[src/rtl/morse_pkg.sv]
// -----------------------------------------------------------------------------
// morse_pkg
// Shared definitions for the Morse playback keyer: FSM state encoding and the
// element timing constants, expressed in Morse units.
// -----------------------------------------------------------------------------
package morse_pkg;

  typedef enum logic [1:0] {
    ST_IDLE  = 2'd0,
    ST_MARK  = 2'd1,
    ST_SPACE = 2'd2,
    ST_DONE  = 2'd3
  } state_t;

  localparam int DOT_UNITS  = 1;
  localparam int DASH_UNITS = 3;
  localparam int GAP_UNITS  = 1;
  localparam int MAX_LEN    = 5;

endpackage

[src/rtl/morse_keyer_unit_timer.sv]
// -----------------------------------------------------------------------------
// unit_timer
// Clear/enable cycle counter measuring one element (mark or gap) in Morse units.
// Counts 0..(units*UNIT_CYCLES - 1) while enabled, flags the terminal count
// and wraps to zero on it, so back-to-back elements need no extra clear.
//
// Ports:
//   clk       in  clock
//   rst       in  synchronous active-low reset
//   i_clear   in  force count to zero
//   i_enable  in  advance the count
//   i_units   in  element duration in units (1 or 3)
//   o_expire  out high on the final cycle of the element
// -----------------------------------------------------------------------------
module unit_timer #(
  parameter int UNIT_CYCLES = 4
) (
  input  logic       clk,
  input  logic       rst,
  input  logic       i_clear,
  input  logic       i_enable,
  input  logic [1:0] i_units,
  output logic       o_expire
);
  import morse_pkg::*;

  // Wide enough for the longest element; 3*UNIT_CYCLES-1 always fits.
  localparam int TW = $clog2(DASH_UNITS * UNIT_CYCLES);
  localparam logic [TW-1:0] LAST_SHORT = TW'(UNIT_CYCLES - 1);
  localparam logic [TW-1:0] LAST_LONG  = TW'(DASH_UNITS * UNIT_CYCLES - 1);

  logic [TW-1:0] r_count;
  logic [TW-1:0] w_last;

  assign w_last   = (i_units == 2'(DASH_UNITS)) ? LAST_LONG : LAST_SHORT;
  assign o_expire = i_enable && (r_count == w_last);

  // NOTE: clocked state uses non-blocking (<=) so every register samples the
  // pre-edge values of the others; blocking here would create ordering races.
  always_ff @(posedge clk) begin
    if (!rst) begin
      r_count <= '0;
    end else if (i_clear) begin
      r_count <= '0;
    end else if (i_enable) begin
      r_count <= o_expire ? '0 : r_count + TW'(1);
    end
  end

endmodule

[src/rtl/morse_keyer.sv]
// -----------------------------------------------------------------------------
// morse_keyer
// Plays one Morse character on an active-low key line: dot = 1 unit low,
// dash = 3 units low, 1 unit high between elements, then a one-cycle done.
//
// Ports:
//   clk      in  clock, posedge
//   rst      in  synchronous active-low reset (wins over start)
//   start    in  one-cycle request, honoured only when idle
//   code     in  [MAX_LEN-1:0] element pattern, 1 = dash, bit 0 played first
//   len      in  [2:0] element count, clipped to MAX_LEN
//   key_out  out active-low key (0 = mark)
//   busy     out high whenever not idle
//   done     out one-cycle pulse after the last mark
// -----------------------------------------------------------------------------
module morse_keyer #(
  parameter int UNIT_CYCLES = 4,
  parameter int MAX_LEN     = morse_pkg::MAX_LEN
) (
  input  logic               clk,
  input  logic               rst,
  input  logic               start,
  input  logic [MAX_LEN-1:0] code,
  input  logic [2:0]         len,
  output logic               key_out,
  output logic               busy,
  output logic               done
);
  import morse_pkg::*;

  localparam logic [2:0] MAX_LEN_3 = 3'(MAX_LEN);

  state_t             r_state;
  state_t             w_next;
  logic [MAX_LEN-1:0] r_shift;
  logic [2:0]         r_remain;
  logic [2:0]         w_eff_len;
  logic [1:0]         w_units;
  logic               w_expire;
  logic               w_timing;

  assign w_eff_len = (len > MAX_LEN_3) ? MAX_LEN_3 : len;
  assign w_timing  = (r_state == ST_MARK) || (r_state == ST_SPACE);

  // NOTE: every signal driven in always_comb gets a default first; a path
  // that leaves one unassigned would infer a latch.
  always_comb begin
    w_units = 2'(GAP_UNITS);
    if (r_state == ST_MARK) begin
      w_units = r_shift[0] ? 2'(DASH_UNITS) : 2'(DOT_UNITS);
    end
  end

  // Timer is held at zero outside MARK/SPACE, so the first mark starts at 0.
  unit_timer #(
    .UNIT_CYCLES (UNIT_CYCLES)
  ) u_timer (
    .clk      (clk),
    .rst      (rst),
    .i_clear  (!w_timing),
    .i_enable (w_timing),
    .i_units  (w_units),
    .o_expire (w_expire)
  );

  always_comb begin
    w_next = r_state;
    case (r_state)
      ST_IDLE: begin
        if (start) begin
          w_next = (w_eff_len == 3'd0) ? ST_DONE : ST_MARK;
        end
      end
      ST_MARK: begin
        // r_remain still counts the element now ending; >1 means more follow.
        if (w_expire) begin
          w_next = (r_remain > 3'd1) ? ST_SPACE : ST_DONE;
        end
      end
      ST_SPACE: begin
        if (w_expire) begin
          w_next = ST_MARK;
        end
      end
      ST_DONE:  w_next = ST_IDLE;
      default:  w_next = ST_IDLE;
    endcase
  end

  always_ff @(posedge clk) begin
    if (!rst) begin
      r_state  <= ST_IDLE;
      r_shift  <= '0;
      r_remain <= '0;
    end else begin
      r_state <= w_next;
      if ((r_state == ST_IDLE) && start) begin
        r_shift  <= code;
        r_remain <= w_eff_len;
      end else if ((r_state == ST_MARK) && w_expire) begin
        r_shift <= r_shift >> 1;
        if (r_remain != 3'd0) begin
          r_remain <= r_remain - 3'd1;
        end
      end
    end
  end

  // Moore outputs decoded straight from the state register.
  assign key_out = (r_state != ST_MARK);
  assign busy    = (r_state == ST_MARK) || (r_state == ST_SPACE) || (r_state == ST_DONE);
  assign done    = (r_state == ST_DONE);

endmodule

[config.mk]
export PLATFORM = sky130hd
export DESIGN_NAME = morse_keyer
export DESIGN_NICKNAME = d
export VERILOG_FILES = /design/src/rtl/morse_pkg.sv /design/src/rtl/morse_keyer_unit_timer.sv /design/src/rtl/morse_keyer.sv
export SDC_FILE = /design/constraint.sdc
export NUM_CORES = 1
export LEC_CHECK = 0
export CAP_MARGIN = 15
export CORE_ASPECT_RATIO = 1.1
export CORE_MARGIN = 1.5
export CORE_UTILIZATION = 55
export CTS_BUF_LIST = sky130_fd_sc_hd__clkbuf_4
export DETAILED_ROUTE_END_ITERATION = 16
export PLACE_DENSITY_LB_ADDON = 0.15
export SYNTH_ARGS = -nofsm -noshare
export SYNTH_HDL_FRONTEND = slang
export SYNTH_SLANG_ARGS = --single-unit
[constraint.sdc]
create_clock -name clk -period 3.92 [get_ports clk]
set_input_delay 0.588 -clock clk [delete_from_list [all_inputs] [get_ports clk]]
set_output_delay 0.588 -clock clk [all_outputs]
set_load 0.01 [all_outputs]
port_trees.png
The bar under the picture is 10 µm long.
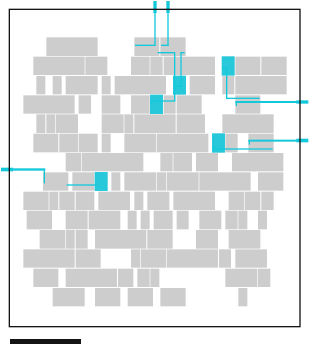
Key: cyan = `code` [bits 5, direction input, end cells 5, buffers 5, wire 76.9 µm]
number of port buffers: 13
top-level port count: 14

m1.png
Supply wires on this layer in gray. Cells faint in the background.
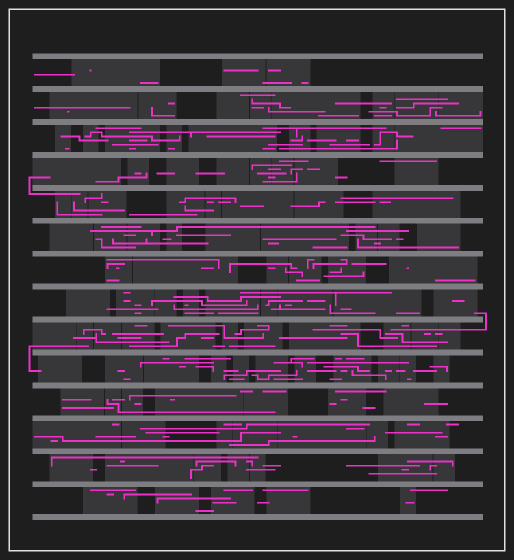
The longest straight run is 17.0 µm. The layer holds 48% of the routed length.
met1 track utilization from global routing: 25.9%
Vias: 695
DRT Wirelength: 1590 µm

==> run_summary.xml <==
<?xml version="1.0" encoding="UTF-8"?>
<metrics>
  <group name="power_and_ir_drop">
    <metric name="max-vdd-ir-drop" unit="mV">0.285</metric>
    <metric name="total_leakage_power" unit="µW">0.000412</metric>
    <metric name="clock_power" unit="µW">83.2</metric>
    <metric name="cellPowerDensity" unit="mW/mm²">489</metric>
    <metric name="share_seq_of_total_power" unit="%">38.5</metric>
    <metric name="clkPwrFrac" unit="%">16.4</metric>
    <metric name="p_switching" unit="µW">197</metric>
    <metric name="power.combinational.total" unit="µW">228</metric>
    <metric name="netSwitchingFraction" unit="%">38.8</metric>
    <metric name="sequentialPower" unit="µW">195</metric>
    <metric name="power" unit="µW">506</metric>
    <metric name="share_comb_of_total_power" unit="%">45.0</metric>
  </group>
  <group name="status">
    <metric name="result_of_the_run" unit="">complete, no violations</metric>
  </group>
  <group name="finish">
    <metric name="final.clkbuf_count" unit="">3</metric>
    <metric name="largestClassByArea" unit="">multi-input combinational cells</metric>
    <metric name="comb_area_share" unit="%">53.0</metric>
    <metric name="design.final.nets" unit="">129</metric>
    <metric name="instances_no_fill" unit="">124</metric>
    <metric name="non_clock_buffer_count" unit="">13</metric>
    <metric name="clkCellAreaFrac" unit="%">2.54</metric>
    <metric name="largest_reg_flops" unit="">5</metric>
    <metric name="layout.cell_area.non_filler" unit="mm²">0.00103</metric>
    <metric name="largest_register" unit="">r_shift</metric>
    <metric name="layout-drive-gt1-share" unit="%">7.41</metric>
    <metric name="layout.core_utilization" unit="%">72.9</metric>
    <metric name="flop_area" unit="µm²">280</metric>
    <metric name="flops" unit="">14</metric>
  </group>
  <group name="timing">
    <metric name="tightest_slew" unit="ns">0.425</metric>
    <metric name="post-route-period-util" unit="%">59.1</metric>
    <metric name="hold_viol" unit="">0</metric>
    <metric name="rsz_0062_raised_after_global_routing" unit="">false</metric>
    <metric name="slew-limit-headroom" unit="%">71.6</metric>
    <metric name="timing.fmax" unit="MHz">432</metric>
    <metric name="setup_viol" unit="">0</metric>
    <metric name="final_period_minus_worst_setup_slack" unit="ns">2.32</metric>
  </group>
  <group name="global_route">
    <metric name="global_route_wire_length_before_repair" unit="µm">2650</metric>
    <metric name="globalRoute.totalOverflow" unit="">0</metric>
    <metric name="grt_antenna_before_repair" unit="">0</metric>
    <metric name="grt_start_max_net_pins" unit="">16</metric>
  </group>
  <group name="floorplanning">
    <metric name="tap-cell-count" unit="">16</metric>
    <metric name="chip_area" unit="mm²">0.00182</metric>
    <metric name="placeableCoreArea" unit="mm²">0.00142</metric>
    <metric name="core.rowCount" unit="">14</metric>
  </group>
  <group name="logic_synthesis">
    <metric name="syn_avg_cell_area" unit="µm²">9.31</metric>
    <metric name="syn_inst" unit="">93</metric>
    <metric name="postSynthRegisterBits" unit="">14</metric>
    <metric name="synthSimpleGateAreaFrac" unit="%">20.1</metric>
    <metric name="synthMostInstantiatedCell" unit="">sky130_fd_sc_hd__dfxtp_1</metric>
    <metric name="post_synth_num_cell_types" unit="">31</metric>
    <metric name="post_synth_ao_oa_area_fraction" unit="%">18.5</metric>
    <metric name="synthDominantCellAreaShare" unit="%">32.4</metric>
    <metric name="synthTopCellsByCount" unit="">sky130_fd_sc_hd__dfxtp_1 (14), sky130_fd_sc_hd__ha_1 (9), sky130_fd_sc_hd__inv_1 (8), sky130_fd_sc_hd__o21ai_0 (7)</metric>
    <metric name="enable_flop_cells" unit="">0</metric>
  </group>
  <group name="worst_setup_path">
    <metric name="worstSetupPathType" unit="">reg2out</metric>
    <metric name="setup.worst_path.end_class" unit="">primary output</metric>
    <metric name="path_delay_family" unit="">buffers and inverters</metric>
    <metric name="critical_path.n_buffers_inverters" unit="">3</metric>
    <metric name="worstReg2RegEnd" unit="">r_state[0]</metric>
    <metric name="cp-start-kind" unit="">flop</metric>
    <metric name="critPathSlowestCell" unit="">sky130_fd_sc_hd__clkdlybuf4s50_1</metric>
    <metric name="worst-path-stages" unit="">4</metric>
    <metric name="path_cells" unit="">inv_1, ha_1, inv_1, clkdlybuf4s50_1</metric>
  </group>
  <group name="drt">
    <metric name="routed-wl-met2" unit="µm">779</metric>
    <metric name="top_layer_used" unit="">met3</metric>
    <metric name="average_wire_per_cell_in_the_routed_design" unit="µm">12.8</metric>
    <metric name="drt_pre_antenna_iters" unit="">4</metric>
    <metric name="drc" unit="">0</metric>
    <metric name="post_drt_via_cell_ratio" unit="">5.60</metric>
  </group>
  <group name="clock_tree">
    <metric name="ctsRootBufferMaster" unit="">sky130_fd_sc_hd__clkbuf_4</metric>
    <metric name="clk_slew_on_worst_s_h_paths" unit="ns">0.09</metric>
    <metric name="tritoncts" unit="">done</metric>
    <metric name="clock.latency.late_pin" unit="ns">0.27</metric>
    <metric name="cts.repair_timing.setup_buffer_count" unit="">0</metric>
    <metric name="cts_max_level" unit="">1</metric>
    <metric name="clockBufferDepth" unit="">2</metric>
  </group>
  <group name="min_path">
    <metric name="hold_ep" unit="">u_timer.r_count[0]</metric>
  </group>
  <group name="job">
    <metric name="cap_violations" unit="">0</metric>
  </group>
  <group name="placement">
    <metric name="dp_worst_setup_slack" unit="ns">1.89</metric>
    <metric name="dp.cells" unit="">120</metric>
    <metric name="post-dp-hpwl" unit="µm">1280</metric>
  </group>
</metrics>
No activity file was given, so power comes from the tool's default toggle rates.
